===== src/rtl/rv_g_wb_arbiter.sv =====
// rv_g_wb_arbiter: round-robin arbiter that merges NUM_REQ register writeback
// requesters into a single register-file write port (unified 6-bit address,
// bit 5 selects the FP file). Writes to x0 are accepted but not enabled.
//
// Optional output register stage: define RV_G_WB_ARBITER_OUT_REG_EN to
// register wr_en_o/wr_addr_o/wr_data_o/gnt_idx_o (one cycle of latency).
// Without the macro those outputs are combinational from the current grant.
module rv_g_wb_arbiter #(
  parameter int XLEN    = 64,
  parameter int FLEN    = 32,
  parameter int NUM_REQ = 4
) (
  input  logic                                          clk_i,
  input  logic                                          rst_ni,
  input  logic [NUM_REQ-1:0]                            req_valid_i,
  input  logic [NUM_REQ-1:0][5:0]                       req_addr_i,
  input  logic [NUM_REQ-1:0][((XLEN > FLEN) ? XLEN : FLEN)-1:0] req_data_i,
  output logic [NUM_REQ-1:0]                            req_ready_o,
  output logic                                          wr_en_o,
  output logic [5:0]                                    wr_addr_o,
  output logic [((XLEN > FLEN) ? XLEN : FLEN)-1:0]      wr_data_o,
  output logic [((NUM_REQ > 1) ? $clog2(NUM_REQ) : 1)-1:0] gnt_idx_o
);

  localparam int MaxLen = (XLEN > FLEN) ? XLEN : FLEN;
  localparam int IdxW   = (NUM_REQ > 1) ? $clog2(NUM_REQ) : 1;

  logic [IdxW-1:0]   ptr_q, ptr_d;
  logic              gnt_found;
  logic [IdxW-1:0]   gnt_idx;
  logic [IdxW-1:0]   cand;
  int unsigned       cand_sum;

  logic              wr_en_d;
  logic [5:0]        wr_addr_d;
  logic [MaxLen-1:0] wr_data_d;
  logic [IdxW-1:0]   gnt_idx_d;

  // Round-robin search starting at ptr_q, wrapping modulo NUM_REQ; reset blocks any grant.
  always_comb begin
    gnt_found = 1'b0;
    gnt_idx   = '0;
    cand      = '0;
    cand_sum  = 0;
    for (int k = 0; k < NUM_REQ; k++) begin
      cand_sum = int'(ptr_q) + k;
      if (cand_sum >= NUM_REQ) cand_sum = cand_sum - NUM_REQ;
      cand = IdxW'(cand_sum);
      if (!gnt_found && req_valid_i[cand]) begin
        gnt_found = 1'b1;
        gnt_idx   = cand;
      end
    end
    if (!rst_ni) begin
      gnt_found = 1'b0;
      gnt_idx   = '0;
    end
  end

  // One-hot ready toward the granted requester; a grant is always a transfer.
  always_comb begin
    req_ready_o = '0;
    if (gnt_found) req_ready_o[gnt_idx] = 1'b1;
  end

  // Pointer moves one past the winner; holds when nothing transfers.
  always_comb begin
    ptr_d = ptr_q;
    if (gnt_found) begin
      if (gnt_idx == IdxW'(NUM_REQ - 1)) ptr_d = '0;
      else                               ptr_d = gnt_idx + IdxW'(1);
    end
  end

  // Write port contents for this cycle's transfer; x0 is carried but never enabled.
  always_comb begin
    wr_en_d   = 1'b0;
    wr_addr_d = '0;
    wr_data_d = '0;
    gnt_idx_d = '0;
    if (gnt_found) begin
      wr_en_d   = (req_addr_i[gnt_idx] != 6'd0);
      wr_addr_d = req_addr_i[gnt_idx];
      wr_data_d = req_data_i[gnt_idx];
      gnt_idx_d = gnt_idx;
    end
  end

`ifdef RV_G_WB_ARBITER_OUT_REG_EN
  logic              wr_en_q;
  logic [5:0]        wr_addr_q;
  logic [MaxLen-1:0] wr_data_q;
  logic [IdxW-1:0]   gnt_idx_q;

  // Pointer and output stage; reset drops any write still sitting in the stage.
  always_ff @(posedge clk_i) begin
    if (!rst_ni) begin
      ptr_q     <= '0;
      wr_en_q   <= 1'b0;
      wr_addr_q <= '0;
      wr_data_q <= '0;
      gnt_idx_q <= '0;
    end else begin
      ptr_q     <= ptr_d;
      wr_en_q   <= wr_en_d;
      wr_addr_q <= wr_addr_d;
      wr_data_q <= wr_data_d;
      gnt_idx_q <= gnt_idx_d;
    end
  end

  assign wr_en_o   = wr_en_q;
  assign wr_addr_o = wr_addr_q;
  assign wr_data_o = wr_data_q;
  assign gnt_idx_o = gnt_idx_q;
`else
  // Pointer state only; the write port is driven straight from the grant.
  always_ff @(posedge clk_i) begin
    if (!rst_ni) ptr_q <= '0;
    else         ptr_q <= ptr_d;
  end

  assign wr_en_o   = wr_en_d;
  assign wr_addr_o = wr_addr_d;
  assign wr_data_o = wr_data_d;
  assign gnt_idx_o = gnt_idx_d;
`endif

endmodule


===== config.mk =====
export PLATFORM = sky130hd
export DESIGN_NAME = rv_g_wb_arbiter
export DESIGN_NICKNAME = d
export VERILOG_FILES = /design/src/rtl/rv_g_wb_arbiter.sv
export SDC_FILE = /design/constraint.sdc
export NUM_CORES = 1
export LEC_CHECK = 0
export CORE_AREA = 2 2 141 143
export CTS_BUF_LIST = sky130_fd_sc_hd__clkbuf_8 sky130_fd_sc_hd__clkbuf_16
export DETAILED_ROUTE_END_ITERATION = 8
export DIE_AREA = 0 0 143 145
export SYNTH_ARGS = -nofsm -noshare
export SYNTH_HDL_FRONTEND = slang
export SYNTH_SLANG_ARGS = --single-unit

===== constraint.sdc =====
create_clock -name clk_i -period 2.9 [get_ports clk_i]
set_input_delay 0.58 -clock clk_i [delete_from_list [all_inputs] [get_ports clk_i]]
set_output_delay 0.58 -clock clk_i [all_outputs]
set_load 0.05 [all_outputs]

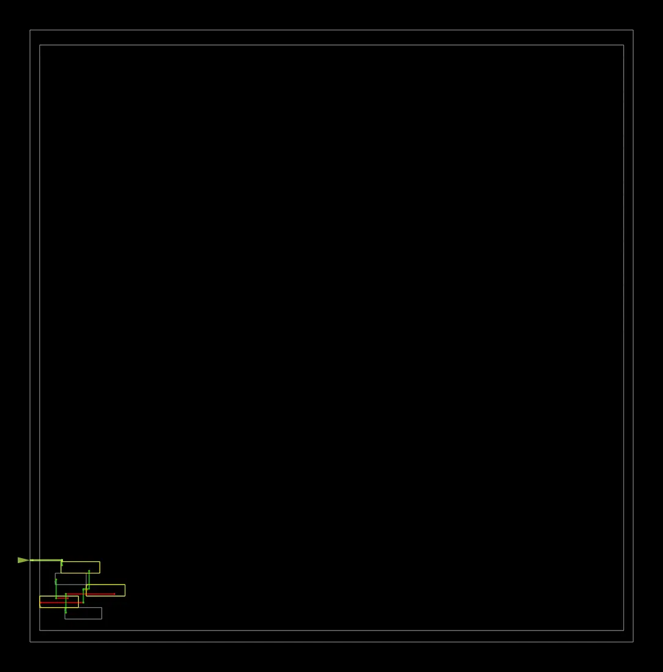
**Above:** clock wiring as the flow saved it.
worst clock skew: 1.647 ps
clk sinks: 2
Late-Pin Clk Latency: 220 ps

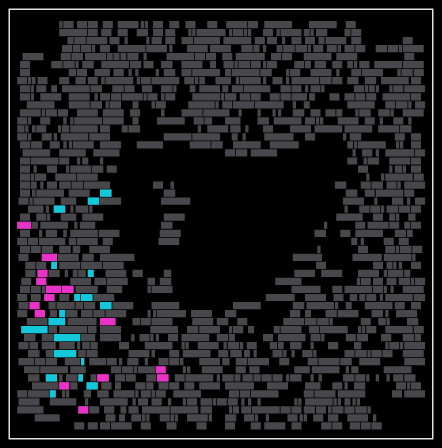
**Above:** gate families picked out.
Key: multiplexers = magenta [cells 15, most used mux2i_1]; NOR gates = cyan [cells 18, most used nor2_4]

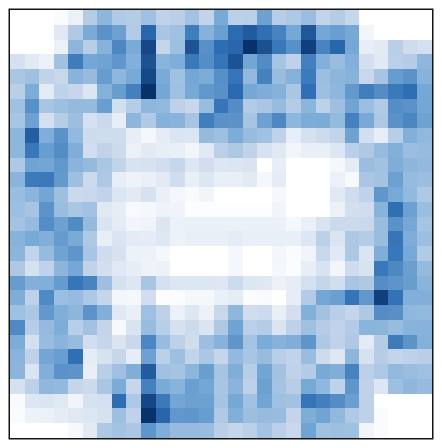
**Above:** routed metal per tile.
29 x 29 tiles, from white (low) to dark blue (high), scaled to the fullest tile. Values are wire area over tile area, all layers added.
The mean over all tiles is 0.18. The fullest tile reaches 0.55. The emptiest ninth of the die: middle. 22% of the tiles are over half the peak.
drt wl/cell: 19.42 um
All-Layer GR Usage: 0.2026

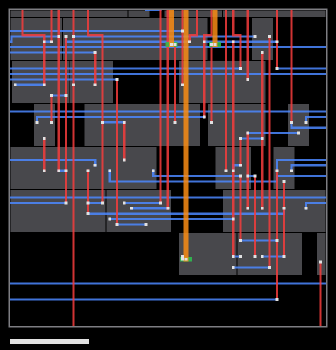
**Above:** layout detail.
The bar under the picture is 5 um long. Region (62, 92) to (82, 112) um. Cells in gray, sequential cells in the stronger gray; small squares are vias.
Key: met3 = green; met1 = blue; met2 = red; met4 = orange
Most frequent: nand2_1 (4), clkdlybuf4s50_1 (3). Sequential cells in the window: 0. 17 logic cells have their middle in the window.

==> impl_metrics.toml <==
# flow metrics
[outcome]
status = "finished with violations"
violations = "negative setup slack"

[power]
power_frac_seq = 0.012
p_leak_uw = 0.004266
power.density_mw_per_mm2 = 303.9
vdd.ir_drop.worst_uv = 510.6
power.total_uw = 3365
p_seq_uw = 39.8
p_clk_uw = 203
intPower_uw = 1895

[synth]
synth-simple-area-share = 0.5479
async_reset_ff_frac = 0
synth.area.top_cells = "nand2_1 (35%), a311oi_1 (20%), and3_1 (15%)"
synthFlopType = "dfxtp_1"
synth_area_mm2 = 0.002740
yosys.area.top_type_share = 0.3534
synth_cells = 507
synth_cell_types = 35
xor_share = 0
aoi_share = 0.2479
syn_avg_cell_area_um2 = 5.405
synth-edff-count = 0
fa_ha_area_frac = 0.01826

[floorplan]
die_h_um = 145
taps = 265
die_x_um = 143

[critical_path]
r2r_cells = 9
cp_max_fo = 7
crit_start = "req_valid_i[1]"
worst-path-buf-inv = 7
cp_top_family = "buffers and inverters"
cp-end-kind = "primary output"
cp-endpoint = "wr_data_o[30]"
rrSetupSlack_ps = 550
critPathMaxStageDelay_ps = 500
cp_cell_sequence = "buf_12, buf_8, inv_2, a221oi_2, nor2_1, or3_4, buf_12, buf_12, buf_16, a311oi_4, buf_12"

[sta]
setup_viol = 75
whs_ps = 639.8
timing.final.ws_setup_ps = -297.6
period_needed_ps = 3198
max_slew.worst_pin.slew_ps = 538.9
rsz0062_at_grt = "true"
finalCritPeriodShare = 1.103

[final_layout]
flops = 2
area_growth_pct = 304.1
dominant_cells = "buffers"
drive_gt1_frac = 0.4701
seq_area_frac = 0.003955
logic_gates = 440
instances_no_fill = 1201
reg.largest.list = "ptr_q x2"
largest_register = "ptr_q"

[global_routing]
met3_usage = 0.04620
antenna_found_initial = 0
grt_pass1_vias = 5722
use_met1 = 0.2491
grt_pass1_wl_um = 32780

[detailed_routing]
ant_nets = 0
route.met3.wl_um = 1654

[worst_hold_path]
min_from = "ptr_q[1]"

[placed_design]
placed_area_mm2 = 0.009285
place_ws_ps = -745.8
place_inst = 1144
place_congestion = 0.8409

[clock_network]
ctsResizeCount = 144
